### src/rtl/player_ctrl.sv
// Player plane controller: per-button synchroniser and debouncer, once-per-frame
// clamped movement, and a frame-based cooldown FSM for bullet-spawn pulses.
module player_ctrl #(
   parameter int H_RES           = 800,
   parameter int V_RES           = 600,
   parameter int PLANE_W         = 64,
   parameter int PLANE_H         = 64,
   parameter int STEP            = 4,
   parameter int DEBOUNCE_CYCLES = 400000,
   parameter int FIRE_COOLDOWN   = 8,
   parameter int X_INIT          = 368,
   parameter int Y_INIT          = 520
) (
   input  logic       clk,
   input  logic       rst,
   input  logic       frame_tick_i,
   input  logic       enable_i,
   input  logic       btn_up_i,
   input  logic       btn_down_i,
   input  logic       btn_left_i,
   input  logic       btn_right_i,
   input  logic       btn_fire_i,
   output logic [9:0] plane_x_o,
   output logic [9:0] plane_y_o,
   output logic       fire_o,
   output logic [9:0] fire_x_o,
   output logic [9:0] fire_y_o
);

   localparam int DB_W = $clog2(DEBOUNCE_CYCLES + 1);
   localparam int CD_W = $clog2(FIRE_COOLDOWN + 1);
   localparam logic [DB_W-1:0]   DB_MAX   = DB_W'(DEBOUNCE_CYCLES - 1);
   localparam logic [CD_W-1:0]   CD_LOAD  = CD_W'(FIRE_COOLDOWN - 1);
   localparam logic signed [11:0] X_MAX   = 12'(H_RES - PLANE_W);
   localparam logic signed [11:0] Y_MAX   = 12'(V_RES - PLANE_H);
   localparam logic signed [11:0] STEP_S  = 12'(STEP);
   localparam logic [9:0]        FIRE_OFS = 10'(PLANE_W / 2 - 1);
   localparam logic [9:0]        X_RST    = 10'(X_INIT);
   localparam logic [9:0]        Y_RST    = 10'(Y_INIT);

   // Button bit order: 0 up, 1 down, 2 left, 3 right, 4 fire
   localparam int B_UP = 0, B_DN = 1, B_LT = 2, B_RT = 3, B_FI = 4;

   typedef enum logic [0:0] {
      READY   = 1'b0,
      COOLING = 1'b1
   } fire_state_e;

   logic [4:0]      btn_raw;
   logic [4:0]      sync1_q, sync1_d, sync2_q, sync2_d;
   logic [4:0]      btn_lvl_q, btn_lvl_d;
   logic [DB_W-1:0] db_cnt_q [5];
   logic [DB_W-1:0] db_cnt_d [5];

   logic [9:0]      x_q, x_d, y_q, y_d;
   logic signed [11:0] dx, dy, x_sum, y_sum;

   fire_state_e     state_q, state_d;
   logic [CD_W-1:0] cd_q, cd_d;
   logic            fire_q, fire_d;
   logic [9:0]      fire_x_q, fire_x_d, fire_y_q, fire_y_d;
   logic            step_en;

   assign btn_raw = {btn_fire_i, btn_right_i, btn_left_i, btn_down_i, btn_up_i};
   assign step_en = frame_tick_i & enable_i;

   // Synchronise and debounce every button
   always_comb begin
      sync1_d   = btn_raw;
      sync2_d   = sync1_q;
      btn_lvl_d = btn_lvl_q;
      for (int i = 0; i < 5; i++) begin
         db_cnt_d[i] = '0;
         if (sync2_q[i] != btn_lvl_q[i]) begin
            if (db_cnt_q[i] == DB_MAX) begin
               btn_lvl_d[i] = ~btn_lvl_q[i];
               db_cnt_d[i]  = '0;
            end else begin
               db_cnt_d[i] = db_cnt_q[i] + DB_W'(1);
            end
         end else begin
            db_cnt_d[i] = '0;
         end
      end
   end

   // Per-frame movement; opposing buttons on an axis cancel, result clamped to screen
   always_comb begin
      if (btn_lvl_q[B_RT] && !btn_lvl_q[B_LT]) begin
         dx = STEP_S;
      end else if (btn_lvl_q[B_LT] && !btn_lvl_q[B_RT]) begin
         dx = -STEP_S;
      end else begin
         dx = 12'sd0;
      end
      if (btn_lvl_q[B_DN] && !btn_lvl_q[B_UP]) begin
         dy = STEP_S;
      end else if (btn_lvl_q[B_UP] && !btn_lvl_q[B_DN]) begin
         dy = -STEP_S;
      end else begin
         dy = 12'sd0;
      end
      x_sum = $signed({2'b00, x_q}) + dx;
      y_sum = $signed({2'b00, y_q}) + dy;
      x_d   = x_q;
      y_d   = y_q;
      if (step_en) begin
         if (x_sum < 12'sd0) begin
            x_d = 10'd0;
         end else if (x_sum > X_MAX) begin
            x_d = X_MAX[9:0];
         end else begin
            x_d = x_sum[9:0];
         end
         if (y_sum < 12'sd0) begin
            y_d = 10'd0;
         end else if (y_sum > Y_MAX) begin
            y_d = Y_MAX[9:0];
         end else begin
            y_d = y_sum[9:0];
         end
      end else begin
         x_d = x_q;
         y_d = y_q;
      end
   end

   // Fire FSM: shot position uses the pre-move position of the same tick
   always_comb begin
      state_d  = state_q;
      cd_d     = cd_q;
      fire_d   = 1'b0;
      fire_x_d = fire_x_q;
      fire_y_d = fire_y_q;
      if (step_en) begin
         case (state_q)
            READY: begin
               if (btn_lvl_q[B_FI]) begin
                  fire_d   = 1'b1;
                  fire_x_d = x_q + FIRE_OFS;
                  fire_y_d = y_q;
                  cd_d     = CD_LOAD;
                  if (CD_LOAD == '0) begin
                     state_d = READY;
                  end else begin
                     state_d = COOLING;
                  end
               end else begin
                  state_d = READY;
               end
            end
            COOLING: begin
               cd_d = cd_q - CD_W'(1);
               if (cd_d == '0) begin
                  state_d = READY;
               end else begin
                  state_d = COOLING;
               end
            end
            default: begin
               state_d = READY;
               cd_d    = '0;
            end
         endcase
      end else begin
         state_d = state_q;
      end
   end

   // State registers
   always_ff @(posedge clk) begin
      if (rst) begin
         sync1_q   <= 5'd0;
         sync2_q   <= 5'd0;
         btn_lvl_q <= 5'd0;
         for (int i = 0; i < 5; i++) db_cnt_q[i] <= '0;
         x_q       <= X_RST;
         y_q       <= Y_RST;
         state_q   <= READY;
         cd_q      <= '0;
         fire_q    <= 1'b0;
         fire_x_q  <= 10'd0;
         fire_y_q  <= 10'd0;
      end else begin
         sync1_q   <= sync1_d;
         sync2_q   <= sync2_d;
         btn_lvl_q <= btn_lvl_d;
         for (int i = 0; i < 5; i++) db_cnt_q[i] <= db_cnt_d[i];
         x_q       <= x_d;
         y_q       <= y_d;
         state_q   <= state_d;
         cd_q      <= cd_d;
         fire_q    <= fire_d;
         fire_x_q  <= fire_x_d;
         fire_y_q  <= fire_y_d;
      end
   end

   assign plane_x_o = x_q;
   assign plane_y_o = y_q;
   assign fire_o    = fire_q;
   assign fire_x_o  = fire_x_q;
   assign fire_y_o  = fire_y_q;

endmodule
### config.mk
export PLATFORM = sky130hd
export DESIGN_NAME = player_ctrl
export DESIGN_NICKNAME = d
export VERILOG_FILES = /design/src/rtl/player_ctrl.sv
export SDC_FILE = /design/constraint.sdc
export NUM_CORES = 1
export LEC_CHECK = 0
export ABC_AREA = 1
export CORE_ASPECT_RATIO = 0.6
export CORE_UTILIZATION = 55
export DETAILED_ROUTE_END_ITERATION = 8
export PLACE_DENSITY = 0.73
export SETUP_SLACK_MARGIN = 0.2
export SKIP_CTS_REPAIR_TIMING = 1
export SYNTH_ARGS = -nofsm -noshare
export SYNTH_HDL_FRONTEND = slang
export SYNTH_SLANG_ARGS = --single-unit
### constraint.sdc
create_clock -name clk -period 2.7 [get_ports clk]
set_input_delay 0.27 -clock clk [delete_from_list [all_inputs] [get_ports clk]]
set_output_delay 0.27 -clock clk [all_outputs]
set_load 0.05 [all_outputs]
### Clock wiring as the flow saved it, run 1

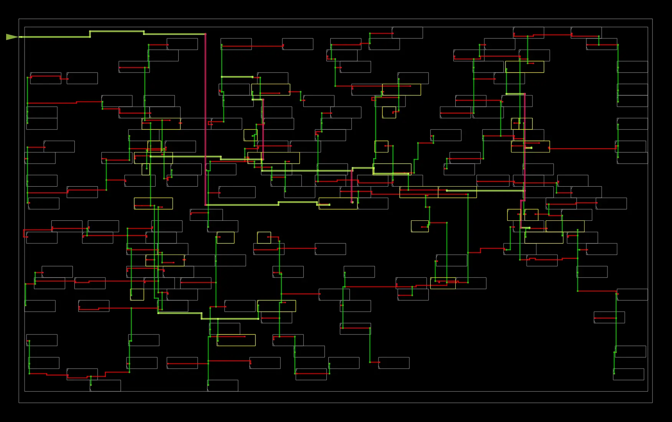
clk_skew: 0.0103 ns
Num Clock Sinks: 149
clk ins delay skew pair: 0.42 ns
P_clk: 2.25 mW
CTS buffer count: 17

### Cell sizes after repair, run 1

Scale: 4 px per um.
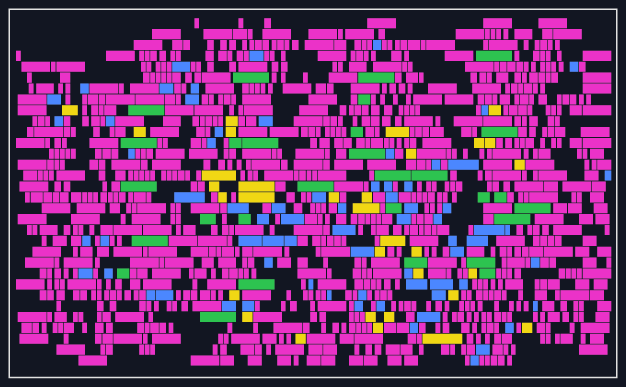
| colour | size | cells |
|---|---|---|
| yellow | x3 and x4 | 32 |
| blue | x2 | 71 |
| magenta | x1 and smaller | 970 |
| green | x6 and larger | 29 |
post-layout instance area: 8780 um2
Layout area overhead: 19.0%

### Register map, names as in the netlist, run 1

Scale: 3 px per um. Other sequential cells in the stronger grey, the rest of the logic in the fainter grey.
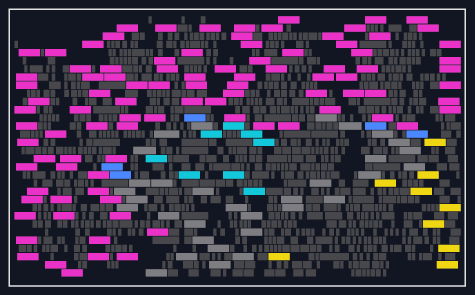
| colour | signal | sequential cells |
|---|---|---|
| cyan | plane_y_o | 8 |
| magenta | db_cnt_q | 95 |
| yellow | fire_x_o | 9 |
| blue | sync1_q | 5 |
sequential group power: 2.23 mW
flop share of the area: 34.0%
Final Util: 67.7%

### M3 wires, run 1

Scale: 4 px per um.
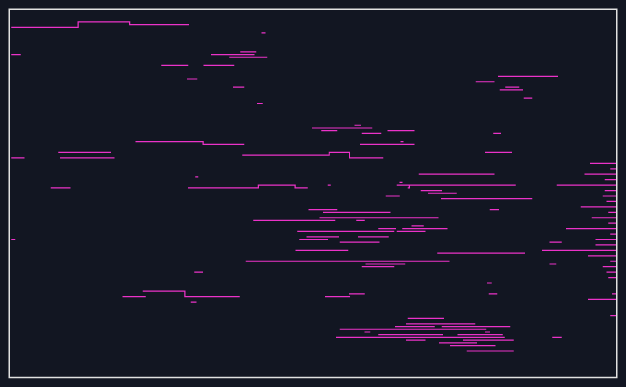
share of all routed wire: 6.5%
wire length on this layer: 1,030 um
longest straight run: 50.6 um
nets with wire on the layer: 91
main direction: horizontal
vias: 6,544
met3 usage in global routing: 5.72%
final wirelength: 16,000 um

==> results_slide.txt, run 1 <==
Run Summary

Worst setup path
  • Crit path launch: btn_lvl_q[1]$_SDFFE_PP0P_
  • R2R Setup Slk: 0.26 ns
  • WP depth: 17
  • Critical Path AT: 2.76 ns
  • Reg2reg end: plane_y_o[3]$_SDFFE_PP1P_
  • CP endpoint kind: register
  • Kind of critical path: reg2reg
  • Crit Path Max Fanout: 7
  • Crit path capture: plane_y_o[3]$_SDFFE_PP1P_
  • Worst setup SP type: register

Yosys
  • Chip Area, Yosys: 7380 um2
  • #FFs+latches synth: 149
  • Synth mux share: 0%
  • Compound-Gate Fraction of Synth Area: 11.4%
  • Top cells, area: dfxtp_1, nand2_1, inv_1
  • Post-Syn Area per Cell: 7.18 um2
  • XOR-XNOR Cells, Area Fraction: 4.60%
  • Synth warnings: 0
  • Synth Area in Adders: 2.88%
  • Yosys cell count: 1,027
  • Top logic family: simple AND/OR/NAND/NOR gates
  • Post-synth top cells: nand2_1, inv_1, dfxtp_1, nor2_1, a21oi_1
  • Syn Std Cell Area: 7380 um2
  • Main flop type: dfxtp_1
  • Post-synth ARST share: 0%

Finish
  • Most flop-heavy register: db_cnt_q
  • Logic share of the area: 43.6%
  • Number of clock buffers in the layout: 17
  • Inverters excl. clock: 155
  • Non-clock buffer share: 6.82%
  • Most used logic cell in the final layout: nand2_1
  • Sequential cell count: 149
  • Max reg flops: 95
  • Largest area class, layout: logic gates
  • Multi-input logic cell count: 702

Global routing
  • First-pass GRT wire length: 26,500 um
  • GRT Max-Usage Layer: met1
  • Initial antenna violation count: 0
  • Largest net degree at the start of global routing: 28
  • Met2 usage: 32.0%

Final timing
  • Hold Worst Slack: 0.288 ns
  • Final setup fails: 0
  • Cycle use final: 90.5%
  • RSZ-0062 raised after global routing: false
  • Slew headroom: 63.2%
  • Final hold vios: 0
  • Setup TNS Final: 0 ns
  • Measured slew at the worst slew-check pin: 0.550 ns
  • Final Max Slew Viols: 0
  • FMAX: 409 MHz

Detailed routing
  • DRC: 0
  • Met2 wire length: 6160 um
  • Met3 wire len: 1030 um
  • Routed Antenna Nets: 0
  • First-pass DRT Iterations: 5

Power and ir drop
  • Switching share of power: 25.2%
  • Static Leak: 3.49 nW
  • Pwr per Cell Area: 531 nW/um2
  • Int Pwr: 3.49 mW
  • Worst vdd ir: 0.487 mV

Floorplan
  • Die W: 152 um
  • Core area: 13,000 um2
  • Top Ports: 50
  • Chip height: 91.7 um
  • Chip area: 13,900 um2

CTS
  • CTS clk-pin slew, worst paths: 0.06 ns
  • CTS tree: yes
  • H-tree depth: 4

Place
  • Placed insts: 1,234

Hold path
  • Worst Hold Launch: rst
  • Hold EP: fire_x_o[1]$_SDFFE_PP0P_
  • Class of the worst hold path: in2reg

Run status
  • Status: finished clean

Flow run
  • Total of max-cap violations: 0
## Run 2: what changed since run 1
--- a/config.mk
+++ b/config.mk
@@ -12,6 +12,7 @@
 export PLACE_DENSITY = 0.73
 export SETUP_SLACK_MARGIN = 0.2
 export SKIP_CTS_REPAIR_TIMING = 1
+export SKIP_LAST_GASP = 1
 export SYNTH_ARGS = -nofsm -noshare
 export SYNTH_HDL_FRONTEND = slang
 export SYNTH_SLANG_ARGS = --single-unit
==> constraint.sdc (replaced) <==
create_clock -name clk -period 2.72 [get_ports clk]
set_input_delay 0.272 -clock clk [delete_from_list [all_inputs] [get_ports clk]]
set_output_delay 0.272 -clock clk [all_outputs]
set_load 0.05 [all_outputs]
### Clock wiring as the flow saved it, run 2

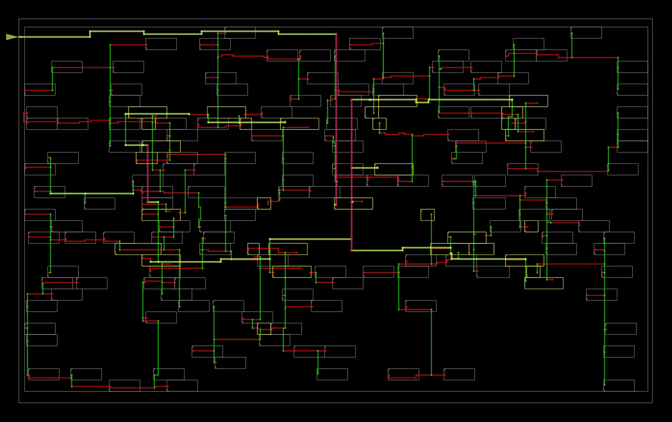
clk_skew: 0.0116 ns
number of clock buffers in the layout: 19

### Register map, names as in the netlist, run 2

Scale: 3 px per um. Other sequential cells in the stronger grey, the rest of the logic in the fainter grey.
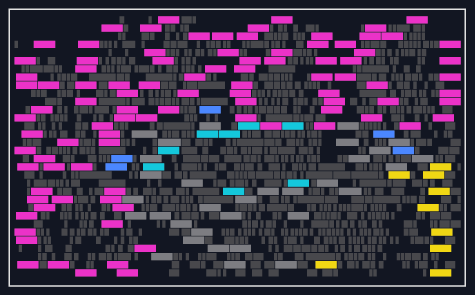
| colour | signal | sequential cells |
|---|---|---|
| magenta | db_cnt_q | 95 |
| yellow | fire_x_o | 9 |
| cyan | plane_y_o | 8 |
| blue | sync1_q | 5 |
Final Util: 67.6%
flop share of the area: 34.1%

==> run 2 against run 1 <==
First-iteration DRC count increased by 14%. Final area decreased by 0.21%. Sequential share of layout area increased by 0.073 points. Largest power group unchanged. Sequential power about the same.
==> results_slide.txt, run 2 <==
Run Summary

Finish
  • Inverters excl. clock: 155
  • Post-layout instance area: 8760 um2
  • Largest area class, layout: logic gates
  • Non-clock buffer share: 6.27%
  • Layout area overhead: 18.8%
  • Logic share of the area: 43.8%
  • Multi-input logic cell count: 702
  • Max reg flops: 95
  • Most flop-heavy register: db_cnt_q

CTS
  • CTS buffer count: 17
  • Clk ins delay skew pair: 0.42 ns
  • H-tree depth: 4
  • CTS tree: yes

Detailed routing
  • Met2 wire length: 6420 um
  • Final wirelength: 16,200 um
  • First-pass DRT Iterations: 5
  • Met3 wire len: 1180 um

Global routing
  • Largest net degree at the start of global routing: 28
  • Met2 usage: 33.4%
  • First-pass GRT wire length: 26,800 um
  • GRT Max-Usage Layer: met1
  • Initial antenna violation count: 0
  • Met3 usage in global routing: 5.42%

Floorplan
  • Core area: 13,000 um2
  • Chip height: 91.7 um
  • Die W: 152 um
  • Top Ports: 50
  • Chip area: 13,900 um2

Power and ir drop
  • Net switching power: 1.13 mW
  • Sequential group power: 2.21 mW
  • Pwr per Cell Area: 538 nW/um2
  • Switching share of power: 23.9%
  • Worst vdd ir: 0.308 mV
  • Static Leak: 3.47 nW
  • P_clk: 2.32 mW
  • Int Pwr: 3.59 mW

Hold path
  • Class of the worst hold path: in2reg
  • Hold EP: fire_x_o[1]$_SDFFE_PP0P_
  • Worst Hold Launch: rst

Run status
  • Status: finished clean

Worst setup path
  • Kind of critical path: reg2reg
  • Worst setup SP type: register
  • CP endpoint kind: register
  • Crit path capture: plane_y_o[3]$_SDFFE_PP1P_
  • Crit path launch: btn_lvl_q[0]$_SDFFE_PP0P_
  • Reg2reg end: plane_y_o[3]$_SDFFE_PP1P_
  • R2R Setup Slk: 0.32 ns
  • Critical Path AT: 2.71 ns
  • Crit Path Max Fanout: 8

Final timing
  • Setup TNS Final: 0 ns
  • FMAX: 416 MHz
  • Hold Worst Slack: 0.288 ns
  • Final hold vios: 0
  • Final setup fails: 0
  • Slew headroom: 63.0%
  • Cycle use final: 88.4%

Yosys
  • Chip Area, Yosys: 7380 um2
  • #FFs+latches synth: 149
  • Post-Syn Area per Cell: 7.18 um2
  • Main flop type: dfxtp_1
  • Post-synth ARST share: 0%
  • XOR-XNOR Cells, Area Fraction: 4.60%
  • Synth Area in Adders: 2.88%
  • Synth warnings: 0
  • Top logic family: simple AND/OR/NAND/NOR gates

Flow run
  • Total of max-cap violations: 0

Place
  • Placed insts: 1,234
No activity file was given, so power comes from the tool's default toggle rates.
